**src/rtl/wb_pkg.sv**
```systemverilog
// Shared types and constants for the Wishbone bridge and its address decoder.
// Holds the bridge state encoding, the bus data/select widths, the default
// slave-select bit position and a helper for the select-field width.
package wb_pkg;

  localparam int WB_DATA_W   = 32;
  localparam int WB_SEL_W    = 4;
  localparam int DEF_SEL_LSB = 12;

  typedef enum logic [1:0] {
    IDLE = 2'd0,
    BUS  = 2'd1,
    RESP = 2'd2
  } state_t;

  // Width of the slave-select field; a single slave still needs one bit.
  function automatic int sel_width(input int num_slaves);
    return (num_slaves > 1) ? $clog2(num_slaves) : 1;
  endfunction

endpackage

```
**src/rtl/wb_addr_decode.sv**
```systemverilog
// Combinational address decoder: splits a core byte address into a slave index
// and flags a miss when the index has no slave behind it or any address bit
// above the select field is set. Kept separate so a second master can reuse it.
module wb_addr_decode
  import wb_pkg::*;
#(
  parameter int NUM_SLAVES = 4,
  parameter int SEL_LSB    = DEF_SEL_LSB,
  parameter int SEL_W      = sel_width(NUM_SLAVES)
) (
  input  logic [31:0]      addr,
  output logic [SEL_W-1:0] idx,
  output logic             miss
);

  logic [31:0] upper_bits;
  logic [31:0] idx_ext;

  // Extract the select field and check both miss conditions.
  // NOTE: every output of a combinational block gets a value on every path
  // (here unconditionally at the top), otherwise synthesis infers a latch.
  always_comb begin
    idx        = addr[SEL_LSB +: SEL_W];
    upper_bits = addr >> (SEL_LSB + SEL_W);
    idx_ext    = 32'(idx);
    miss       = (upper_bits != '0) || (idx_ext >= 32'(NUM_SLAVES));
  end

endmodule

```
**src/rtl/wb_bridge.sv**
```systemverilog
// Load/store port to Wishbone Classic bridge with one outstanding transaction.
// The address selects one of NUM_SLAVES windows, each driven by its own cycle
// line; strobe, write enable, selects, address and write data are shared.
// Optional build macro WB_TIMEOUT_EN: a watchdog ends a bus cycle with an error
// after TIMEOUT_CYC cycles without acknowledge. Without it the bridge waits
// for the acknowledge indefinitely.
module wb_bridge
  import wb_pkg::*;
#(
  parameter int NUM_SLAVES  = 4,
  parameter int SEL_LSB     = DEF_SEL_LSB,
  parameter int WB_ADR_W    = 2,
  parameter int TIMEOUT_CYC = 255
) (
  input  logic                            clk,
  input  logic                            rst_n,
  // core load/store port
  input  logic                            mem_req,
  input  logic                            mem_we,
  input  logic [31:0]                     mem_addr,
  input  logic [WB_SEL_W-1:0]             mem_be,
  input  logic [WB_DATA_W-1:0]            mem_wdata,
  output logic [WB_DATA_W-1:0]            mem_rdata,
  output logic                            mem_ready,
  output logic                            mem_err,
  // Wishbone master side
  output logic [NUM_SLAVES-1:0]           wb_cyc_o,
  output logic                            wb_stb_o,
  output logic                            wb_we_o,
  output logic [WB_SEL_W-1:0]             wb_sel_o,
  output logic [WB_ADR_W-1:0]             wb_adr_o,
  output logic [WB_DATA_W-1:0]            wb_dat_o,
  input  logic [WB_DATA_W*NUM_SLAVES-1:0] wb_dat_i,
  input  logic [NUM_SLAVES-1:0]           wb_ack_i
);

  localparam int SEL_W = sel_width(NUM_SLAVES);

  state_t                 state;
  logic [SEL_W-1:0]       dec_idx;
  logic                   dec_miss;
  logic [SEL_W-1:0]       cur_idx;
  logic [NUM_SLAVES-1:0]  req_onehot;
  logic                   cur_ack;
  logic [WB_DATA_W-1:0]   cur_rdata;

`ifdef WB_TIMEOUT_EN
  localparam int TMO_W = $clog2(TIMEOUT_CYC + 1);
  logic [TMO_W-1:0] tmo_cnt;
  logic             tmo_hit;

  // The last counted BUS cycle is the TIMEOUT_CYC-th one.
  assign tmo_hit = (tmo_cnt == TMO_W'(TIMEOUT_CYC - 1));
`else
  // The timeout length only matters when the watchdog is built in.
  localparam int unused_timeout_cyc = TIMEOUT_CYC;
`endif

  wb_addr_decode #(
    .NUM_SLAVES (NUM_SLAVES),
    .SEL_LSB    (SEL_LSB),
    .SEL_W      (SEL_W)
  ) u_decode (
    .addr (mem_addr),
    .idx  (dec_idx),
    .miss (dec_miss)
  );

  // One-hot cycle line for the incoming request, plus the ack and read data
  // of the slave owning the current transaction; other slaves are ignored.
  always_comb begin
    req_onehot = '0;
    cur_ack    = 1'b0;
    cur_rdata  = '0;
    for (int k = 0; k < NUM_SLAVES; k++) begin
      if (dec_idx == SEL_W'(k)) begin
        req_onehot[k] = 1'b1;
      end
      if (cur_idx == SEL_W'(k)) begin
        cur_ack   = wb_ack_i[k];
        cur_rdata = wb_dat_i[WB_DATA_W*k +: WB_DATA_W];
      end
    end
  end

  // Transaction FSM with registered bus and response outputs.
  // NOTE: state and outputs are updated with non-blocking assignments so every
  // register samples the pre-edge values; blocking here would create ordering
  // races between the reads and writes inside this block.
  always_ff @(posedge clk or negedge rst_n) begin
    if (!rst_n) begin
      state     <= IDLE;
      cur_idx   <= '0;
      wb_cyc_o  <= '0;
      wb_stb_o  <= 1'b0;
      wb_we_o   <= 1'b0;
      wb_sel_o  <= '0;
      wb_adr_o  <= '0;
      wb_dat_o  <= '0;
      mem_rdata <= '0;
      mem_ready <= 1'b0;
      mem_err   <= 1'b0;
`ifdef WB_TIMEOUT_EN
      tmo_cnt   <= '0;
`endif
    end else begin
      // Completion is a single-cycle pulse unless a branch below raises it.
      mem_ready <= 1'b0;
      mem_err   <= 1'b0;

      unique case (state)
        IDLE: begin
          // While a miss response is showing, the core still holds its
          // request; it must not be taken as a new one.
          if (mem_req && !mem_ready) begin
            if (dec_miss) begin
              mem_ready <= 1'b1;
              mem_err   <= 1'b1;
              mem_rdata <= '0;
            end else begin
              cur_idx  <= dec_idx;
              wb_cyc_o <= req_onehot;
              wb_stb_o <= 1'b1;
              wb_we_o  <= mem_we;
              wb_sel_o <= mem_be;
              wb_adr_o <= mem_addr[WB_ADR_W+1:2];
              wb_dat_o <= mem_wdata;
`ifdef WB_TIMEOUT_EN
              tmo_cnt  <= '0;
`endif
              state    <= BUS;
            end
          end
        end

        BUS: begin
          // The ack takes priority over a watchdog expiry in the same cycle.
          if (cur_ack) begin
            wb_cyc_o  <= '0;
            wb_stb_o  <= 1'b0;
            mem_rdata <= wb_we_o ? '0 : cur_rdata;
            mem_ready <= 1'b1;
            state     <= RESP;
          end
`ifdef WB_TIMEOUT_EN
          else if (tmo_hit) begin
            wb_cyc_o  <= '0;
            wb_stb_o  <= 1'b0;
            mem_rdata <= '0;
            mem_ready <= 1'b1;
            mem_err   <= 1'b1;
            state     <= RESP;
          end else begin
            tmo_cnt <= tmo_cnt + 1'b1;
          end
`endif
        end

        // mem_ready is high for this one cycle; the core drops its request
        // on the closing edge, so nothing is accepted here.
        RESP: begin
          state <= IDLE;
        end

        default: begin
          state <= IDLE;
        end
      endcase
    end
  end

endmodule
```
**config.mk**
```make
export PLATFORM = sky130hd
export DESIGN_NAME = wb_bridge
export DESIGN_NICKNAME = d
export VERILOG_FILES = /design/src/rtl/wb_pkg.sv /design/src/rtl/wb_addr_decode.sv /design/src/rtl/wb_bridge.sv
export SDC_FILE = /design/constraint.sdc
export NUM_CORES = 1
export LEC_CHECK = 0
export CELL_PAD_IN_SITES_DETAIL_PLACEMENT = 0
export CELL_PAD_IN_SITES_GLOBAL_PLACEMENT = 2
export CORE_MARGIN = 2
export CORE_UTILIZATION = 20
export DETAILED_ROUTE_END_ITERATION = 8
export PLACE_DENSITY = 0.8
export SYNTH_ARGS = -nofsm -noshare
export SYNTH_HDL_FRONTEND = slang
export SYNTH_SLANG_ARGS = --single-unit
```
**constraint.sdc**
```tcl
create_clock -name clk -period 2.3 [get_ports clk]
set_input_delay 0.46 -clock clk [delete_from_list [all_inputs] [get_ports clk]]
set_output_delay 0.46 -clock clk [all_outputs]
set_load 0.02 [all_outputs]
```
==> impl_metrics.ini <==
; generated from flow reports
[status]
status = finished, final reports clean

[final_timing]
fin_tns_setup_ns = 0
min_period_ns = 2.17
worst_clock_skew_ns = 0.00589
worst_slew_pin_slew_ns = 0.919
hold_violations = 0
max_clock_freq_ghz = 0.460

[placement]
routabilityCongestion = 0.766
hpwl_mm = 10.9

[synthesis]
yosysTopAreaCell = dfrtp_1
yosysTopAreaCellShare = 0.510
ys_seq_share = 0.510
area_leaders = dfrtp_1 (51%), mux2_2 (16%), mux2i_1 (9.5%), mux4_2 (7.8%), o2bb2ai_1 (3.0%)
syn_nets = 498
ys.flops = 82
ys_cells = 294

[setup_path]
cp_slowest_cell = clkdlybuf4s50_1
critPathKind = in -> reg
crit_fanout = 39

[die]
io_pins = 282
rows = 51

[clock_tree]
cts_root_buffer = clkbuf_16
clock_path_buffers = 2
clock_sinks = 82

[routing]
drt_wl_total_mm = 13.8
drc = 0
drtPass1Iterations = 4
drtIter0Drc = 86

[layout]
drive_gt1_frac = 0.175

[power]
power_density_nw_per_um2 = 460

[flow_run]
tool_warnings = 36

[global_routing]
grt_pass1_wl_mm = 21.8
grt_max_degree = 53
## critical path, delay by kind of cell
family | cells | cell delay (ns)
buf+inv | 2 | 0.68
mux | 1 | 0.37
simple gates | 3 | 0.85
## flip-flops by register name (all words and copies together) (netlist names)
register and count:
state 2, wb_sel_o 4, wb_cyc_o 4, wb_dat_o 32, mem_err 1, wb_adr_o 2
mem_rdata 32, wb_we_o 1, mem_ready 1, cur_idx 2, wb_stb_o 1
## kinds of logic after synthesis
family | synth area share
buffers and inverters | 0.0401
multiplexers | 0.338
AND/OR/NAND/NOR | 0.0367
flip-flops | 0.510
AND-OR/OR-AND | 0.0747
## cell usage after synthesis
library cell,instances
nand3_1,3
o2bb2ai_1,14
dfrtp_1,82
nand2b_1,2
o21ai_0,2
inv_1,15
o22ai_1,19
o21bai_1,2
and2_1,1
nand2_1,6
buf_6,4
nor4_4,1
nor2_1,7
buf_2,3
a21oi_2,1
clkbuf_1,5
mux2_2,56
a21oi_1,1
or3b_2,1
mux4_2,14
nor3_1,2
mux2i_1,38
mux2_1,3
buf_4,1
nor4_1,4
buf_1,5
a32o_1,2
## metal layers
layer,global-route usage,wire [µm]
met5,0,0
met4,0.0583,349
met3,0.0345,876
met2,0.233,7170
met1,0.148,5380
## layout by cell type, fill, tap and decap left out, drive strengths merged, types with 6 or more instances in the layout
cell / count
buf: 11
inv: 18
mux2: 59
nor2: 7
o22ai: 19
clkdlybuf4s50: 270
dfrtp: 82
clkbuf: 10
mux2i: 38
mux4: 14
o2bb2ai: 14
nand2: 6
## power breakdown
group          switching, W  internal, W  total [W]
sequential       0.00000148      0.00144    0.00145
clock              0.000637     0.000857    0.00149
combinational      0.000117     0.000336   0.000453
## cell type report
class                   instances  area (µm²)  share of cell area
clock buffers                  10         229              0.0311
clock inverters                 6        73.8              0.0100
inverters                      15        56.3             0.00764
multi-input cells             179        1820               0.246
flip-flops and latches         82        2060               0.279
well taps                     265         332              0.0450
repair buffers                281        2810               0.381
## path summary, 6_finish.rpt
path | start | end | slack [ns]
max | mem_addr[14] | wb_dat_o[0] | 0.13
min | rst_n | mem_rdata[24] | 0.09
max reg2reg | cur_idx[0] | mem_rdata[26] | 0.20
min reg2reg | wb_dat_o[25] | wb_dat_o[25] | 0.49
max in group asynchronous | rst_n | mem_rdata[17] | 1.56
min in group clk | wb_dat_o[25] | wb_dat_o[25] | 0.49
## stage by stage
| stage | power (W) | utilization | setup WS [ns] | hold slack [ns] | std cells |
|---|---|---|---|---|---|
| 6_report | 0.00339 | 0.376 | 0.125 | 0.0937 | 838 |
| 5_1_grt | 0.00355 | 0.376 | 0.0367 | 0.132 | 838 |
| 4_1_cts | 0.00347 | 0.376 | 0.118 | 0.109 | 838 |
| 3_5_place_dp | 0.00193 | 0.361 | -0.255 | 0.477 | 822 |
| 3_3_place_gp | 0.00193 | 0.361 | -0.202 | 0.466 | 822 |
| 2_1_floorplan | 0.00154 | - | 0.156 | 0.164 | 294 |
Fig. 1: signal wires on met1
Supply wires on this layer in gray. Cells faint in the background.
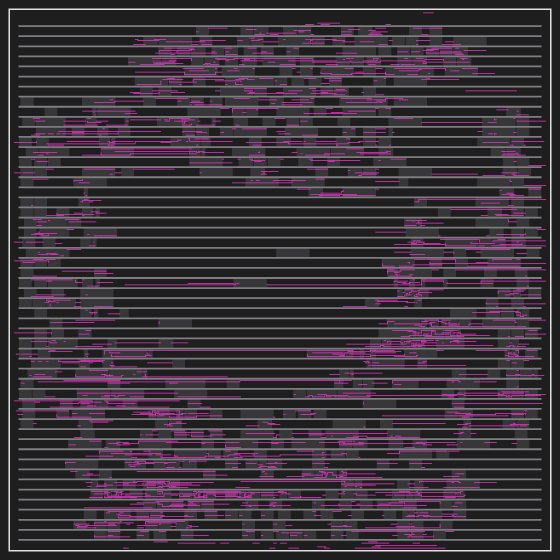
nets with wire on the layer: 659
main direction: horizontal
share of all routed wire: 39%

Fig. 2: port wiring
Bar = 50 µm.
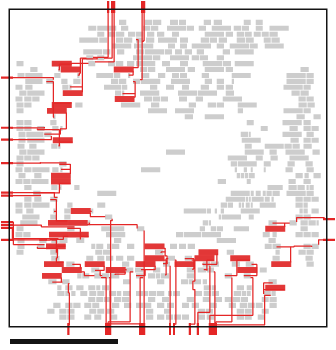
legend:
  red:
    port: `mem_rdata`
    bits: 32
    direction: output
    end_cells: 32
    buffers: 32
    wire: 1,380 µm

Fig. 3: congestion heat map
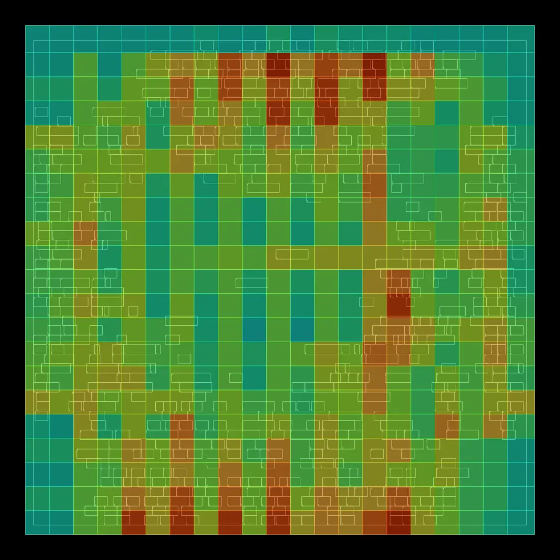
met2 usage in global routing: 0.233
GRT Max-Usage Layer: met2
drt wl/cell: 16.4 µm
met3 Track Usage GR: 0.0345
final core occ: 0.376

Fig. 4: signal wires on met2
Cells faint in the background.
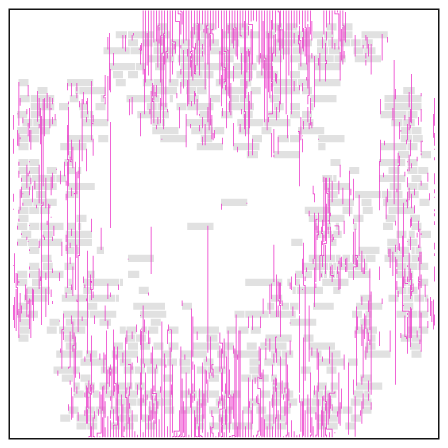
wire length on this layer: 7,170 µm
longest straight run: 49.0 µm

Fig. 5: sequential cells grouped by signal name
Other sequential cells in the stronger gray, the rest of the logic in the fainter gray.
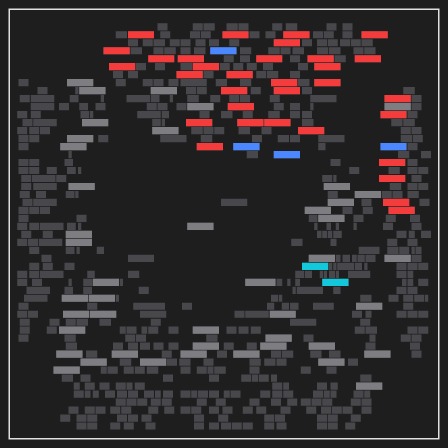
legend:
  cyan:
    name_in_the_netlist: `state`
    sequential_cells: 2
  red:
    name_in_the_netlist: `wb_dat_o`
    sequential_cells: 32
  blue:
    name_in_the_netlist: `wb_sel_o`
    sequential_cells: 4

Power and IR drop assume default switching activity.
